===== config.mk =====
export PLATFORM = sky130hd
export DESIGN_NAME = task_2_output
export DESIGN_NICKNAME = d
export VERILOG_FILES = /design/src/rtl/task_2_output.sv
export SDC_FILE = /design/constraint.sdc
export NUM_CORES = 1
export LEC_CHECK = 0
export CORE_MARGIN = 5
export CORE_UTILIZATION = 40
export CTS_CLUSTER_DIAMETER = 30
export DETAILED_ROUTE_END_ITERATION = 16
export GPL_TIMING_DRIVEN = 0
export PLACE_DENSITY = 0.66
export RECOVER_POWER = 50
export SETUP_SLACK_MARGIN = 0.02
export SYNTH_ARGS = -nofsm -noshare
export SYNTH_HDL_FRONTEND = slang
export SYNTH_SLANG_ARGS = --single-unit

===== constraint.sdc =====
create_clock -name i_clk -period 6.7 [get_ports i_clk]
set_input_delay 1.675 -clock i_clk [delete_from_list [all_inputs] [get_ports i_clk]]
set_output_delay 1.675 -clock i_clk [all_outputs]
set_load 0.01 [all_outputs]

===== src/rtl/task_2_output.sv =====
// Frame output stage: collects bytes from the upstream stage, then streams them
// out followed by an XOR checksum beat, and pulses o_output_last when finished.
module task_2_output #(
  parameter int DEPTH = 64
) (
  input  logic       i_clk,
  input  logic       i_rst,
  input  logic [7:0] i_data,
  input  logic       i_enb,
  input  logic       i_empty,
  output logic [7:0] o_tdata,
  output logic       o_tvalid,
  input  logic       i_tready,
  output logic       o_tlast,
  output logic       o_output_last,
  output logic       o_busy,
  output logic       o_overflow
);

  localparam int AW = $clog2(DEPTH);
  localparam logic [AW:0] FULL_CNT = (AW+1)'(DEPTH);
  localparam logic [AW:0] CNT_ONE  = (AW+1)'(1);
  localparam logic [AW-1:0] PTR_ONE = AW'(1);

  localparam logic [2:0] S_IDLE    = 3'd0;
  localparam logic [2:0] S_COLLECT = 3'd1;
  localparam logic [2:0] S_SEND    = 3'd2;
  localparam logic [2:0] S_CSUM    = 3'd3;
  localparam logic [2:0] S_DONE    = 3'd4;

  logic [2:0]    state;
  logic [AW:0]   count;
  logic [AW-1:0] rd_ptr;
  logic [7:0]    csum;
  logic          overflow;
  logic [7:0]    mem [DEPTH];

  logic          full;
  logic          last_rd;
  logic          wr_en;
  logic [AW-1:0] wr_addr;

  assign full    = (count == FULL_CNT);
  assign last_rd = ({1'b0, rd_ptr} == (count - CNT_ONE));
  assign wr_en   = i_enb && ((state == S_IDLE) || ((state == S_COLLECT) && !full));
  assign wr_addr = (state == S_IDLE) ? '0 : count[AW-1:0];

  // Buffer storage carries no reset; stale contents are never read before rewrite.
  always_ff @(posedge i_clk) begin
    if (wr_en) mem[wr_addr] <= i_data;
  end

  always_ff @(posedge i_clk or posedge i_rst) begin
    if (i_rst) begin
      state    <= S_IDLE;
      count    <= '0;
      rd_ptr   <= '0;
      csum     <= '0;
      overflow <= 1'b0;
    end else begin
      case (state)
        S_IDLE: begin
          if (i_enb) begin
            count    <= CNT_ONE;
            csum     <= i_data;
            overflow <= 1'b0;
            state    <= S_COLLECT;
          end
        end
        S_COLLECT: begin
          if (i_enb) begin
            if (full) begin
              overflow <= 1'b1;
            end else begin
              count <= count + CNT_ONE;
              csum  <= csum ^ i_data;
            end
          end else if (i_empty) begin
            rd_ptr <= '0;
            state  <= S_SEND;
          end
        end
        S_SEND: begin
          if (i_enb) overflow <= 1'b1;
          if (i_tready) begin
            if (last_rd) state <= S_CSUM;
            else         rd_ptr <= rd_ptr + PTR_ONE;
          end
        end
        S_CSUM: begin
          if (i_enb) overflow <= 1'b1;
          if (i_tready) state <= S_DONE;
        end
        S_DONE: begin
          if (i_enb) overflow <= 1'b1;
          state <= S_IDLE;
        end
        default: state <= S_IDLE;
      endcase
    end
  end

  // Outputs decode straight from state so reset clears them without waiting for a clock.
  always_comb begin
    o_tdata = 8'h00;
    case (state)
      S_SEND:  o_tdata = mem[rd_ptr];
      S_CSUM:  o_tdata = csum;
      default: o_tdata = 8'h00;
    endcase
  end

  assign o_tvalid      = (state == S_SEND) || (state == S_CSUM);
  assign o_tlast       = (state == S_CSUM);
  assign o_output_last = (state == S_DONE);
  assign o_busy        = (state != S_IDLE);
  assign o_overflow    = overflow;

endmodule

==> Table 3: Implementation characteristics, run 1 <==
Physical implementation characteristics

Parameter                              Value

Route
  Detailed-route wire length per cell .................. 25.9 um
  Drt drc .................. 0
  Iteration tally of the first detailed-router pass .................. 5

Run status
  Violations in the final reports .................. capacitance limit, slew limit
  Status .................. complete, but fails checks

Pwr
  PnR Total Power .................. 9.89 mW
  Leakage .................. 8.13 nW

Placement
  Number of buffers inserted by port buffering .................. 25
  HPWL after DPL .................. 34,100 um

Setup path
  Slowest-stage cell, CP .................. clkdlybuf4s50_1
  R2R Path Start .................. count[0]
  Highest fanout seen on the critical path .................. 10
  Critical path cell sequence .................. buf_4 > buf_2 > buf_2 > clkbuf_1 > a211oi_1 > nor3_1 > o21ai_1 > nand2_1 > clkdlybuf4s50_1
  Type of the worst setup path .................. flop to primary output
  Endpoint type of the worst setup path .................. primary output
  Crit path DAT .................. 4260 ps

Synth
  Leading post-synthesis cells by cell area .................. edfxtp_1 (71%), mux4_2 (13%), dfrtp_1 (2.9%), mux2i_1 (2.2%), nor2_1 (1.4%)
  Yosys Instances .................. 1,124
  Synthesized instance count .................. 1,124
  Async set-or-reset flop fraction in the synthesized netlist .................. 4.66%
  Synthesis area per yosys .................. 0.0215 mm^2
  Proportion of netlist area held by the largest area contributor .................. 71.4%

Clock network
  CTS max path bufs .................. 3
  Clock tree from TritonCTS .................. built

Die
  Die outline height .................. 242 um
  Chip footprint .................. 0.0586 mm^2
  Area of the placeable core .................. 0.0536 mm^2

Final timing
  Number of max-slew violations in the final report .................. 389
  Number of failing hold endpoints at the final stage .................. 0
  Final setup TNS .................. 0 ps
  Setup-violating endpoint count in the final report .................. 0
  Headroom to the max-slew limit .................. -65.5%

Hold path
  Worst-case hold path end point .................. csum[7]

Flow run
  Maximum Capacitance Violations .................. 9
[run 1: worst max-delay path by stage]
stage | cells after the start | slack [ps] | startpoint | to
2_1_floorplan | 7 | 3040 | rd_ptr[0] | o_tdata[0]
3_3_place_gp | 9 | 1470 | rd_ptr[0] | o_tdata[6]
3_5_place_dp | 9 | 1450 | rd_ptr[0] | o_tdata[7]
4_1_cts | 9 | 790 | rd_ptr[0] | o_tdata[7]
5_1_grt | 9 | 570 | rd_ptr[0] | o_tdata[7]
6_report | 9 | 760 | rd_ptr[0] | o_tdata[7]
[run 1: where the power goes]
part / total (mW) / internal (mW) / switching, mW
Sequential: 3.83 / 3.77 / 0.0590
Combinational: 1.50 / 0.615 / 0.886
Clock: 4.56 / 2.88 / 1.68
Total: 9.89 / 7.27 / 2.63
[run 1: layer usage]
layer | track usage [%] | vias to the layer above | share of wire, %
met5 | 0 | - | 0
met4 | 6.16 | 0 | 2.9
met3 | 2.81 | 99 | 6.3
met2 | 28.3 | 451 | 48
met1 | 24.9 | 5982 | 43
li1 | - | 4860 | -
[run 1: cells by family after synthesis]
group / after synthesis / synth area share, %
DFF: 537 / 74.3
and+or+nand+nor: 195 / 4.15
muxes: 182 / 15.6
AOI/OAI and AO/OA: 121 / 3.49
buffers and inverters: 74 / 1.87
xor gates and xnor gates: 11 / 0.447
adders and majority gates: 4 / 0.232
[run 1: state kept, by name, summed over array words and instances, names as in the netlist]
register	count
mem	512
csum	8
count	7
rd_ptr	6
state	3
o_overflow	1
[run 1: through the flow]
step | setup slack [ps] | hold slack [ps]
final | 764 | 570
after global routing | 568 | 607
after CTS | 790 | 567
after detailed placement | 1450 | 551
after global placement | 1470 | 536
after floorplan | 3040 | 512
[run 1: worst max-delay path: cells and delay by family (launching register included)]
kind,cells,cell delay [ps]
compound gates,2,420
buf+inv,5,2080
flops,1,520
simple gates,2,610
[run 1: cells in the mapped netlist, types with 4 or more instances]
master	n
a211oi_1	9
a21oi_1	39
a22oi_1	15
a32oi_1	7
and3_1	7
buf_1	4
buf_2	29
buf_6	6
clkbuf_1	20
dfrtp_1	25
edfxtp_1	512
ha_1	4
inv_1	10
mux2_2	14
mux2i_1	47
mux4_2	121
nand2_1	41
nand2b_1	4
nand3_1	24
nor2_1	79
nor2b_1	15
nor3_1	11
o211ai_1	4
o21ai_0	21
o21ai_1	8
o22ai_1	7
xnor2_1	4
xor2_1	7
[run 1: layout make-up]
class                   instances  area [um^2]  area share, %
plain buffers                  64          364           1.42
clock buffers                  94         2250           8.74
clock inverters                71          815           3.17
inverters                      10         37.5          0.146
multi-input cells             513         5140           20.0
flip-flops and latches        537        16000           62.2
well taps                     696          871           3.39
repair buffers                 33          230          0.896
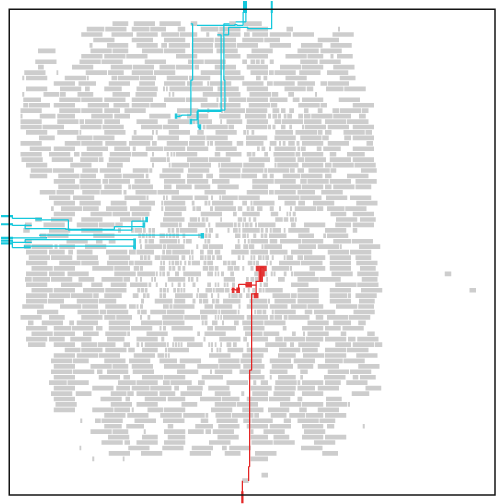
**Above:** run 1 (I/O nets highlighted).
(2 px per um)
`o_tdata` -> cyan  # bits 8, direction output, edge 5 left, 3 top, end cells 8, buffers 8, wire 654 um
`i_enb` -> red  # bits 1, direction input, edge bottom, end cells 8, buffers 1, wire 137 um

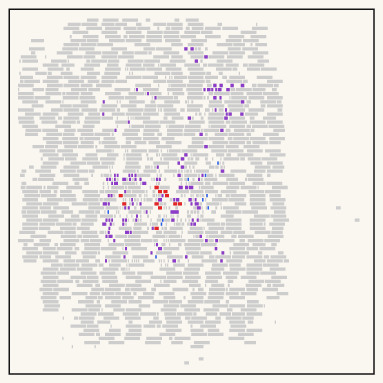
**Above:** run 1 (logic cells by family).
(1.5 px per um)
aoi and oai cells -> purple  # cells 121, most used a21oi_1
inv cells -> blue  # cells 10, most used inv_1, where center
xor and xnor cells -> red  # cells 11, most used xor2_1, where center

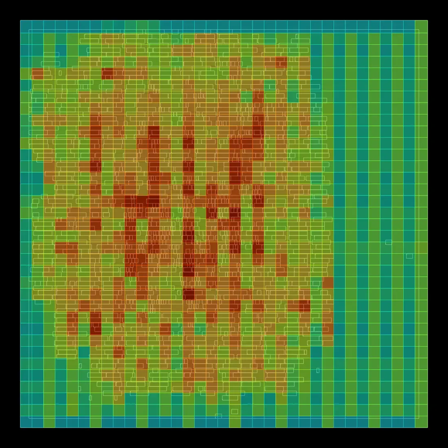
**Above:** run 1 (congestion heat map).
final core area utilization: 48.0%
met3 Track Usage GR: 2.81%
routing usage on met1: 24.9%

--- run 2 (diff from run 1) ---
--- a/config.mk
+++ b/config.mk
@@ -5,6 +5,7 @@
 export SDC_FILE = /design/constraint.sdc
 export NUM_CORES = 1
 export LEC_CHECK = 0
+export ABC_CLOCK_PERIOD_IN_PS = 6700
 export CORE_MARGIN = 5
 export CORE_UTILIZATION = 40
 export CTS_CLUSTER_DIAMETER = 30
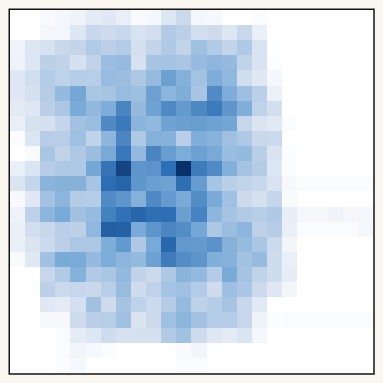
**Above:** run 2 (signal metal coverage by tile).
(1.5 px per um) The die is cut into 24 by 24 equal tiles; white is low, dark blue is high, scaled to the fullest tile. Values are wire area over tile area, all layers added.
nearly empty tiles = 28%
mean over tiles = 0.14
densest ninth of the die = center
emptiest ninth of the die = upper right
detailed-route wire length per cell: 25.9 um
total routing usage reported by global routing: 17.7%
vias: 11,400

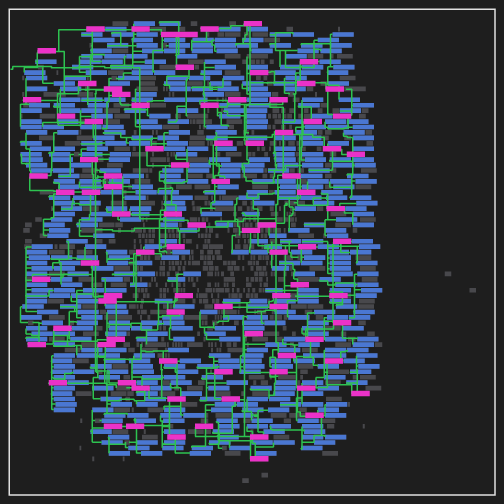
**Above:** run 2 (clock distribution).
(2 px per um)
flip-flops -> blue  # count 537
clock wires -> green  # length 6,450 um
clock-net drivers -> magenta  # count 88
routed clock nets = 89
Clock Power: 4.56 mW
clk_skew: 14.9 ps

==> run 2 against run 1 <==
  * The flow still finishes with violations (capacitance limit, slew limit)
  * Count of clock-buffer cells in the layout did not move
  * Flip-flop count stayed put
  * Maximum frequency is the same
  * Non-clock buffer count did not move
  * Power is the same
  * Synthesized area stayed put
  * Register-to-register slack is essentially flat
==> Table 3: Implementation characteristics, run 2 <==
Physical implementation characteristics

Parameter                              Value

Cells and area
  MI comb area .................. 0.00514 mm^2 (unchanged)
  Flip-flop and latch area .................. 0.0160 mm^2 (unchanged)
  Number of flip-flops in the largest register .................. 512 (unchanged)
  Register with the highest flop count .................. mem

Synth
  Async set-or-reset flop fraction in the synthesized netlist .................. 4.66% (unchanged)
  Leading post-synthesis cells by cell area .................. edfxtp_1 (71%), mux4_2 (13%), dfrtp_1 (2.9%), mux2i_1 (2.2%), nor2_1 (1.4%)
  Synthesized instance count .................. 1,124 (unchanged)
  Top post-synthesis cells by count .................. edfxtp_1 (512), mux4_2 (121), nor2_1 (79), mux2i_1 (47), nand2_1 (41)

Clock network
  CTS max path bufs .................. 3 (unchanged)

Run status
  Status .................. complete, but fails checks
  Violations in the final reports .................. capacitance limit, slew limit

Placement
  Number of buffers inserted by port buffering .................. 25 (unchanged)

Final timing
  Number of max-slew violations in the final report .................. 389 (unchanged)
  Headroom to the max-slew limit .................. -65.5% (unchanged)
  Final setup TNS .................. 0 ps (unchanged)

Setup path
  CP Depth .................. 9 (unchanged)
  Endpoint type of the worst setup path .................. primary output
  Slowest-stage cell, CP .................. clkdlybuf4s50_1
  R2R Path Start .................. count[0]
  Source of the critical timing path .................. rd_ptr[0]

Flow run
  Maximum Capacitance Violations .................. 9 (unchanged)

Route
  Drt drc .................. 0 (unchanged)

Pwr
  Part of the power in the clock network .................. 46.1% (about the same)
  Combinational share of power .................. 15.2% (about the same)

Die
  Area of the placeable core .................. 0.0536 mm^2 (unchanged)
[run 2: logic make-up after synthesis]
family                     Yosys count  share of synthesized area (%)
xor gates and xnor gates            11                          0.447
muxes                              182                           15.6
AOI/OAI and AO/OA                  121                           3.49
DFF                                537                           74.3
adders and majority gates            4                          0.232
and+or+nand+nor                    195                           4.15
buffers and inverters               74                           1.87
[run 2: how the worst min path moves through the flow]
| stage | startpoint | end | slack [ps] | cells after the start |
|---|---|---|---|---|
| floorplan | csum[5] | csum[5] | 510 | 2 |
| global placement | csum[5] | csum[5] | 540 | 2 |
| detailed placement | csum[5] | csum[5] | 550 | 2 |
| CTS | csum[5] | csum[5] | 570 | 2 |
| global route | csum[5] | csum[5] | 610 | 2 |
| finish | csum[7] | csum[7] | 570 | 2 |
[run 2: layout make-up]
class	count	area share, %
inverters	10	0.146
multi-input cells	513	20.0
repair buffers	33	0.896
plain buffers	64	1.42
flip-flops and latches	537	62.2
well taps	696	3.39
clock inverters	71	3.17
clock buffers	94	8.74
[run 2: worst register-to-register path, cell delays in order (launching register included)]
cell	delay (ps)
dfrtp_1	360
clkbuf_1	380
inv_1	180
ha_1	260
a41oi_2	260
and3_1	250
nand3_1	500
nor2_1	990
[run 2: metal layers]
metal / part of all wire [%] / GRT usage, %
met2: 48 / 28.3
met5: 0 / 0
met4: 2.9 / 6.16
met3: 6.3 / 2.81
met1: 43 / 24.9
[run 2: stage by stage]
stage,area (um^2),std cells,setup slack (ps),hold slack (ps)
CTS,25900,2018,790,567
global route,25700,2018,568,607
finish,25700,2018,764,570
global placement,22700,1845,1470,536
floorplan,21500,1124,3040,512
detailed placement,22800,1853,1450,551
[run 2: power groups by stage]
| stage | clock network (mW) | logic (mW) | registers (mW) |
|---|---|---|---|
| after floorplan | 0 | 0.972 | 3.87 |
| after global placement | 0 | 1.48 | 3.90 |
| after detailed placement | 0 | 1.51 | 3.89 |
| after CTS | 4.61 | 1.51 | 3.83 |
| after global routing | 4.79 | 1.60 | 3.84 |
| final | 4.56 | 1.50 | 3.83 |
Power is estimated from default activity; no workload was simulated.
